$ cat src/rtl/vending_change_fsmd.sv
// Multi-denomination vending FSMD: credits nickels/dimes/quarters, dispenses at COST,
// then pays change one coin per chg_valid/chg_ready handshake. Outputs are registered.
module vending_change_fsmd #(
  parameter int W         = 8,
  parameter int COST      = 125,
  parameter int V_NICKEL  = 5,
  parameter int V_DIME    = 10,
  parameter int V_QUARTER = 25
) (
  input  logic         clk,
  input  logic         rst,
  input  logic         coin_valid,
  input  logic [1:0]   coin_type,
  input  logic         cancel,
  input  logic         chg_ready,
  output logic         busy,
  output logic         reject,
  output logic         dispense,
  output logic         chg_valid,
  output logic [1:0]   chg_type,
  output logic [W-1:0] balance
);

  typedef enum logic [2:0] {
    S_INIT,
    S_WAIT,
    S_ADD,
    S_REJ,
    S_DISP,
    S_CHANGE
  } state_t;

  localparam logic [W-1:0] VN     = W'(V_NICKEL);
  localparam logic [W-1:0] VD     = W'(V_DIME);
  localparam logic [W-1:0] VQ     = W'(V_QUARTER);
  localparam logic [W-1:0] COST_W = W'(COST);

  state_t       state_q, state_d;
  logic [W-1:0] total_q, total_d;
  logic [W-1:0] coin_q, coin_d;
  logic         busy_q, reject_q, dispense_q, chg_valid_q;
  logic [1:0]   chg_type_q;

  logic [W-1:0] coin_val;
  logic [W:0]   coin_sum;
  logic         coin_legal;
  logic         chg_avail_d;

  function automatic logic [1:0] coin_for(input logic [W-1:0] t);
    if (t >= VQ) return 2'd2;
    if (t >= VD) return 2'd1;
    return 2'd0;
  endfunction

  function automatic logic [W-1:0] coin_value(input logic [1:0] ct);
    case (ct)
      2'd0:    return VN;
      2'd1:    return VD;
      default: return VQ;
    endcase
  endfunction

  assign coin_legal = (coin_type != 2'd3);
  assign coin_val   = coin_value(coin_type);
  // The extra carry bit flags a coin that would push the total past 2^W-1.
  assign coin_sum   = {1'b0, total_q} + {1'b0, coin_val};

  always_comb begin
    state_d = state_q;
    total_d = total_q;
    coin_d  = coin_q;
    case (state_q)
      S_INIT: begin
        total_d = '0;
        state_d = S_WAIT;
      end
      S_WAIT: begin
        if (coin_valid && coin_legal && !coin_sum[W]) begin
          coin_d  = coin_val;
          state_d = S_ADD;
        end else if (coin_valid) begin
          state_d = S_REJ;
        end else if (32'(total_q) >= COST) begin
          state_d = S_DISP;
        end else if (cancel && (total_q != '0)) begin
          state_d = S_CHANGE;
        end
      end
      S_ADD: begin
        total_d = total_q + coin_q;
        state_d = S_WAIT;
      end
      S_REJ: state_d = S_WAIT;
      S_DISP: begin
        total_d = total_q - COST_W;
        state_d = S_CHANGE;
      end
      S_CHANGE: begin
        // A sub-nickel remainder cannot be paid out and is dropped.
        if (total_q < VN) begin
          state_d = S_INIT;
        end else if (chg_ready) begin
          total_d = total_q - coin_value(coin_for(total_q));
        end
      end
      default: state_d = S_INIT;
    endcase
  end

  assign chg_avail_d = (state_d == S_CHANGE) && (total_d >= VN);

  // Outputs are decoded from the next state/total so they line up with state_q.
  always_ff @(posedge clk or posedge rst) begin
    if (rst) begin
      state_q     <= S_INIT;
      total_q     <= '0;
      coin_q      <= '0;
      busy_q      <= 1'b0;
      reject_q    <= 1'b0;
      dispense_q  <= 1'b0;
      chg_valid_q <= 1'b0;
      chg_type_q  <= 2'd0;
    end else begin
      state_q     <= state_d;
      total_q     <= total_d;
      coin_q      <= coin_d;
      busy_q      <= (state_d != S_WAIT);
      reject_q    <= (state_d == S_REJ);
      dispense_q  <= (state_d == S_DISP);
      chg_valid_q <= chg_avail_d;
      chg_type_q  <= chg_avail_d ? coin_for(total_d) : 2'd0;
    end
  end

  assign busy      = busy_q;
  assign reject    = reject_q;
  assign dispense  = dispense_q;
  assign chg_valid = chg_valid_q;
  assign chg_type  = chg_type_q;
  assign balance   = total_q;

endmodule

$ cat config.mk
export PLATFORM = sky130hd
export DESIGN_NAME = vending_change_fsmd
export DESIGN_NICKNAME = d
export VERILOG_FILES = /design/src/rtl/vending_change_fsmd.sv
export SDC_FILE = /design/constraint.sdc
export NUM_CORES = 1
export LEC_CHECK = 0
export CAP_MARGIN = 10
export CORE_UTILIZATION = 25
export DETAILED_ROUTE_END_ITERATION = 8
export GPL_ROUTABILITY_DRIVEN = 1
export SETUP_SLACK_MARGIN = 0.5
export SYNTH_ARGS = -nofsm -noshare
export SYNTH_HDL_FRONTEND = slang
export SYNTH_SLANG_ARGS = --single-unit
export TNS_END_PERCENT = 1
$ cat constraint.sdc
create_clock -name clk -period 4.2 [get_ports clk]
set_input_delay 1.05 -clock clk [delete_from_list [all_inputs] [get_ports clk]]
set_output_delay 1.05 -clock clk [all_outputs]
set_load 0.05 [all_outputs]
Figure 1. Wiring heat map (run 1).
18 x 18 tiles, from dark purple (low) to yellow (high), scaled to the fullest tile. Values are wire area over tile area, all layers added.
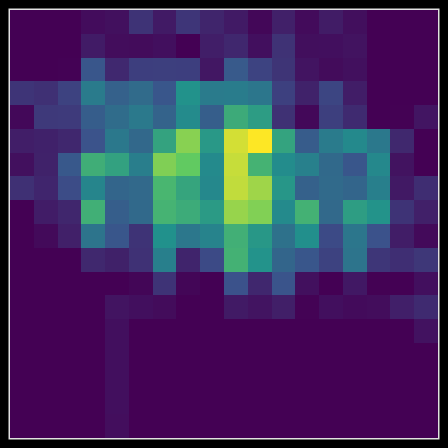
emptiest ninth of the die: bottom center
tiles over half the peak: 11%
densest ninth of the die: center
mean over tiles: 0.10
nearly empty tiles: 41%
fullest tile: 0.62
post-detailed-routing wire length: 5430 um
overall via count from detail_route: 1,895
WL/cell: 15.1 um
Total GRT Usage: 13.4%

Figure 2. Cell density map (run 1).
Bar = 20 um. 9 x 9 tiles, from dark purple (low) to yellow (high), 0 to 100% covered.
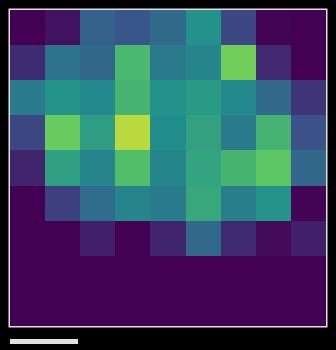
nearly empty tiles: 33%
mean over tiles: 27%
tiles over 75% full: 3.7%
emptiest ninth of the die: lower left
final core occ: 31.5%
Std-Cell Core Area: 7810 um^2
initial standard-cell utilization of the core: 26.1%

Figure 3. Register map, names as in the netlist (run 1).
Bar = 20 um. Other sequential cells in the stronger gray, the rest of the logic in the fainter gray.
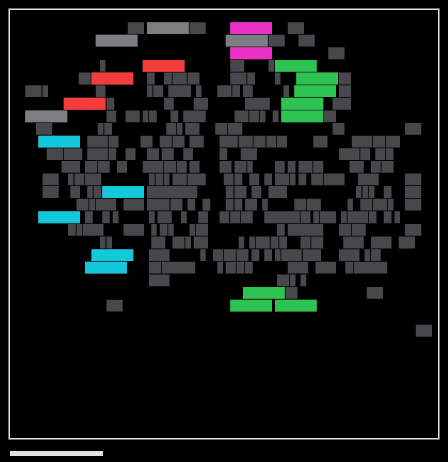
legend:
  chg_type:
    color: magenta
    sequential_cells: 2
  state_q:
    color: red
    sequential_cells: 3
  coin_q:
    color: cyan
    sequential_cells: 5
    where: middle left
  balance:
    color: green
    sequential_cells: 8
not colored: 4

==> results.sh, run 1 <==
# source this file to load flow results
export IMPL_outcome="complete, no violations"
export IMPL_cts_htree_levels=1
export IMPL_timing_fmax_mhz=282
export IMPL_worst_setup_path_endpoint="chg_type[0]"
export IMPL_critical_path_cell_count=11
export IMPL_syn_instance_count=237
export IMPL_detail_route_antenna_nets=0
export IMPL_final_setup_viol_count=0
export IMPL_post_cts_buffers=0
export IMPL_relSlewSlack_pct=42.3
export IMPL_grt_pass1_vias=1843
export IMPL_cts_made_buffers=3
export IMPL_worst_r2r_endpoint="chg_type[0]"
export IMPL_fin_setup_tns_ps=0
export IMPL_post_synth_instance_area_um2=2040
export IMPL_synth_edff_count=0
export IMPL_timing_critical_path_max_delay_family="simple AND/OR/NAND/NOR gates"
export IMPL_first_pass_iters=4
export IMPL_setup_crit_start="balance[5]"
export IMPL_synth_cells_yosys=237
export IMPL_detailed_place_hpwl_um=4180
export IMPL_r2r_worst_path_cells=11
export IMPL_synth_flop_count=22
export IMPL_hp_class="reg2reg"
export IMPL_syn_nets=264
export IMPL_layout_top_cell_excl_fill_tap="sky130_fd_sc_hd__dfrtp_1"
export IMPL_worstSkewPairLatency_ps=270
export IMPL_top_area_cell="sky130_fd_sc_hd__dfrtp_1"
export IMPL_hold_slack_ps=500
export IMPL_ys_seq_share_pct=27.0
export IMPL_clock_skew_ps=7.06
## run 1: final cells by class
class,instances,area (um^2)
Fill cell,842,5350
Multi-Input combinational cell,185,1380
Sequential cell,22,551
Timing Repair Buffer,28,260
Tap cell,102,128
Inverter,19,71.3
Clock buffer,3,41.3
Clock inverter,1,30.0
## run 1: registers in the layout, indices dropped and copies added, names as in the netlist
register   flops
balance        8
busy           1
chg_type       2
chg_valid      1
coin_q         5
dispense       1
reject         1
state_q        3
## run 1: per-stage QoR
stage	setup WS, ps	cells	area, um^2	utilization [%]
after floorplan	512	237	2040	-
after global placement	590	356	2380	30.4
after detailed placement	523	356	2380	30.4
after CTS	534	360	2450	31.4
after global routing	402	360	2460	31.5
final	651	360	2460	31.5
## run 1: metal layers
| layer | vias to the layer above | part of all wire (%) | track usage, % |
|---|---|---|---|
| met5 | - | 0 | 0 |
| met4 | 0 | 1.8 | 3.13 |
| met3 | 7 | 6.0 | 1.40 |
| met2 | 60 | 44 | 21.2 |
| met1 | 905 | 49 | 19.4 |
| li1 | 923 | - | - |
## run 1: logic make-up after synthesis
group	count (synthesis)	share of synthesized area, %
adders and majority gates	20	13.0
xor gates and xnor gates	10	4.30
muxes	4	2.15
buffers and inverters	30	5.89
DFF	22	27.0
and+or+nand+nor	80	21.2
AOI/OAI and AO/OA	71	26.4
Figure 4. Routed metal, one color a layer (run 1).
Two of the layers only.
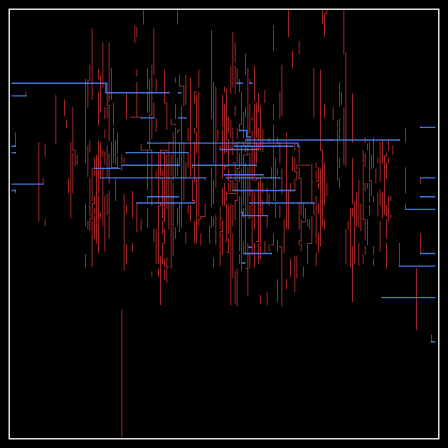

==> run 2, diff against run 1 <==
==> constraint.sdc (replaced) <==
create_clock -name clk -period 3.2 [get_ports clk]
set_input_delay 0.8 -clock clk [delete_from_list [all_inputs] [get_ports clk]]
set_output_delay 0.8 -clock clk [all_outputs]
set_load 0.05 [all_outputs]
Figure 5. Routed metal, one color a layer (run 2).
Two of the layers only.
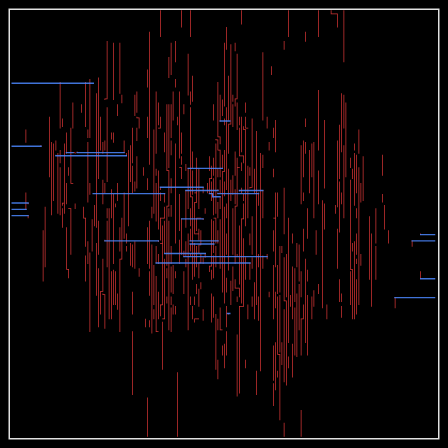
legend:
  metal 2:
    color: red
    wire_length: 3,020 um
  metal 3:
    color: blue
    wire_length: 212 um

==> run 2 against run 1 <==
The flow now finishes with violations (setup timing). Die size stayed put. Synthesized area unchanged. Core utilization rose by 6.1 points. Critical endpoint is now chg_valid.
==> results.sh, run 2 <==
# source this file to load flow results
export IMPL_outcome="finished with violations"
export IMPL_failed_checks="setup timing"
export IMPL_global_route_usage_met1_pct=19.3
export IMPL_fin_cells=389
export IMPL_worstSkewPairLatency_ps=270
export IMPL_synth_edff_count=0
export IMPL_grtUsageTotal_pct=14.6
export IMPL_clock_skew_ps=8.56
export IMPL_timing_final_ws_setup_ps=-112
export IMPL_ys_seq_share_pct=27.0
export IMPL_largest_register_ff_count=8
export IMPL_core_area_um2=7810
export IMPL_grt_pass1_vias=1995
export IMPL_wirelength_um=5960
export IMPL_detail_route_antenna_nets=0
export IMPL_final_setup_viol_count=3
export IMPL_hp_class="reg2reg"
export IMPL_timing_fmax_mhz=302
export IMPL_layout_top_cell_excl_fill_tap="sky130_fd_sc_hd__buf_4"
export IMPL_hold_slack_ps=502
export IMPL_initial_utilization_pct=26.1
export IMPL_timing_critical_path_max_delay_family="AND-OR/OR-AND gates"
export IMPL_dp_cells=379
export IMPL_pre_cts_ws_ps=-180
export IMPL_first_pass_iters=4
export IMPL_wl_cell_um=15.3
export IMPL_synth_cells_yosys=237
export IMPL_detailed_place_hpwl_um=4390
export IMPL_synth_flop_count=22
export IMPL_groute_layer_met3_usage_pct=1.23
export IMPL_met2_usage_pct=25.5
export IMPL_most_congested_layer_reported_by_global_routing="met2"
export IMPL_post_synth_instance_area_um2=2040
export IMPL_cts_made_buffers=3
export IMPL_placedInstanceArea_um2=2590
export IMPL_route_vias_total=2008
## run 2: routing by layer
metal	wire [um]	vias to the layer above
met1	2660	982
li1	-	977
met2	3020	45
met3	211	4
met5	0	-
met4	65	0
## run 2: metrics by stage
| stage | setup TNS (ps) | util (%) |
|---|---|---|
| floorplan | -272 | - |
| global placement | -162 | 33.2 |
| detailed placement | -350 | 33.2 |
| CTS | -94.6 | 35.3 |
| global route | -621 | 37.6 |
| finish | -266 | 37.6 |
## run 2: timing repair
item	in CTS	in global routing
pin swaps	19	31
setup endpoints to repair	15	13
gates resized	20	34
setup buffers	1	5
## run 2: logic make-up (layout without fill, tap and decap cells)
family | count (synthesis) | after routing | share of synthesized area, %
adder cells (fa/ha/maj) | 20 | 20 | 13.0
multiplexers | 4 | 4 | 2.15
AND-OR/OR-AND | 71 | 71 | 26.4
AND/OR/NAND/NOR | 80 | 80 | 21.2
flip-flops | 22 | 22 | 27.0
buffers and inverters | 30 | 80 | 5.89
XOR/XNOR | 10 | 10 | 4.30
## run 2: final timing paths
check                             end  slack, ps  depth (start not counted)  startpoint
setup / recovery            chg_valid       -110                         13  balance[5]
hold / removal              coin_q[0]        500                          2   coin_q[0]
setup reg to reg            chg_valid       -110                         13  balance[5]
hold reg to reg             coin_q[0]        500                          2   coin_q[0]
max in group asynchronous  balance[1]       2070                          3         rst
min in group asynchronous  state_q[0]        870                          3         rst
## run 2: layout make-up
cell class	count	area (um^2)	share of cell area, %
Clock buffer	3	41.3	1.41
Clock inverter	1	30.0	1.02
Inverter	19	71.3	2.43
Multi-Input combinational cell	185	1610	55.0
Sequential cell	22	561	19.1
Tap cell	102	128	4.35
Timing Repair Buffer	57	490	16.7
Figure 6. Clock nets (run 2).
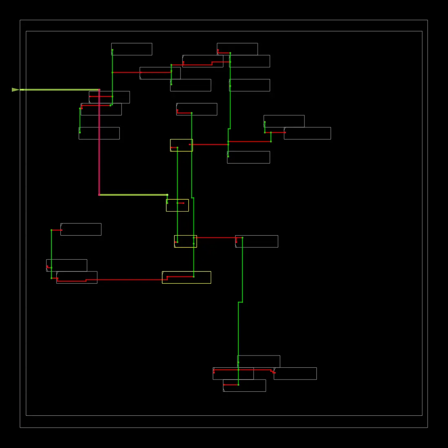

==> run 3, diff against run 2 <==
--- a/config.mk
+++ b/config.mk
@@ -6,6 +6,7 @@
 export NUM_CORES = 1
 export LEC_CHECK = 0
 export CAP_MARGIN = 10
+export CORE_MARGIN = 8
 export CORE_UTILIZATION = 25
 export DETAILED_ROUTE_END_ITERATION = 8
 export GPL_ROUTABILITY_DRIVEN = 1
Figure 7. Clock nets (run 3).
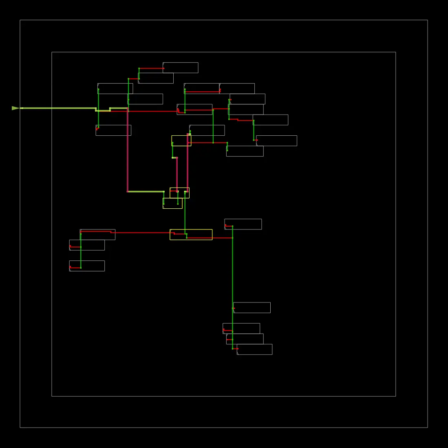
clock buffer count: 3

==> run 3 against run 2 <==
The flow now finishes without violations. Count of clock-buffer cells in the layout is the same. Fmax rose by 3.9%. Cell count is 0.26% lower. Die size up 33%. Setup slack better by 120 ps. Critical path depth unchanged. Synthesized area did not move. Clock skew decreased by 2.9 ps. Sequential share of layout area rose by 0.86 points. Critical path type unchanged. Largest cell class unchanged.
==> results.sh, run 3 <==
# source this file to load flow results
export IMPL_clock_skew_ps=5.65
export IMPL_worstSkewPairLatency_ps=260
export IMPL_cts_made_buffers=3
export IMPL_worstReg2RegStart="balance[5]"
export IMPL_grt_pass1_vias=2001
export IMPL_route_vias_total=1983
export IMPL_synth_cells_yosys=237
export IMPL_fin_setup_tns_ps=0
export IMPL_post_synth_instance_area_um2=2040
export IMPL_timing_hold_worst_start="coin_q[2]"
export IMPL_syn_nets=264
export IMPL_filler_cell_count=841
export IMPL_hp_class="reg2reg"
export IMPL_timing_reg2reg_setup_slack_ps=10
export IMPL_wl_cell_um=15.0
export IMPL_relSlewSlack_pct=41.9
export IMPL_first_pass_iters=4
export IMPL_drv_slew=0
export IMPL_timing_final_hold_violations=0
export IMPL_synth_edff_count=0
export IMPL_final_setup_viol_count=0
export IMPL_initial_utilization_pct=25.3
export IMPL_timing_fmax_mhz=314
export IMPL_outcome="complete, no violations"
export IMPL_detail_route_antenna_nets=0
export IMPL_cts_htree_levels=1
export IMPL_core_area_um2=8050
export IMPL_hold_slack_ps=501
export IMPL_grtUsageTotal_pct=10.4
export IMPL_syn_instance_count=237
export IMPL_placedInstanceArea_um2=2600
export IMPL_final_cell_area_um2=2810
export IMPL_top_area_cell="sky130_fd_sc_hd__dfrtp_1"
export IMPL_largest_register_ff_count=8
export IMPL_finalCoreUtilization_pct=34.9
export IMPL_pre_cts_ws_ps=-207
export IMPL_yosys_cell_count_top_type="sky130_fd_sc_hd__dfrtp_1"
export IMPL_fin_cells=388
export IMPL_detailed_place_hpwl_um=4490
## run 3: cell counts after synthesis
No cell type changed its count.
## run 3: logic make-up after synthesis
family	synth area share, %
flops	27.0
simple gates	21.2
mux	2.15
fa+ha+maj	13.0
compound gates	26.4
buf+inv	5.89
xor+xnor	4.30
## run 3: path summary, 6_finish.rpt
kind / end / depth (start not counted)
worst max-delay path: chg_valid / 13
worst min register to register: coin_q[2] / 2
max in group asynchronous: balance[1] / 2
worst min-delay path: coin_q[2] / 2
worst max register to register: chg_valid / 13
min in group asynchronous: state_q[0] / 2
## run 3: critical path: cells and delay by family (launching register included)
kind	cells	cell delay, ps
xor gates and xnor gates	1	150
DFF	1	410
adders and majority gates	2	480
and+or+nand+nor	4	940
buffers and inverters	1	50
AOI/OAI and AO/OA	5	1020
## run 3: layout make-up
cell class / instances / area (um^2) / area share (%)
Inverter: 19 / 73.8 / 2.63
Tap cell: 105 / 131 / 4.68
Timing Repair Buffer: 53 / 444 / 15.8
Sequential cell: 22 / 561 / 20.0
Clock inverter: 1 / 30.0 / 1.07
Clock buffer: 3 / 41.3 / 1.47
Multi-Input combinational cell: 185 / 1530 / 54.4
## run 3: per-layer routing
| layer | up-vias | track usage (%) | part of all wire (%) |
|---|---|---|---|
| met5 | - | 0 | 0 |
| met4 | 0 | 3.52 | 2.2 |
| met3 | 10 | 1.21 | 3.6 |
| met2 | 46 | 17.7 | 49 |
| met1 | 952 | 13.4 | 45 |
| li1 | 975 | - | - |
## run 3: what timing repair did
item / in CTS / in global routing
pin swaps: 16 / 13
setup endpoints to repair: 15 / 11
buffers inserted: 1 / 0
gates resized: 25 / 10
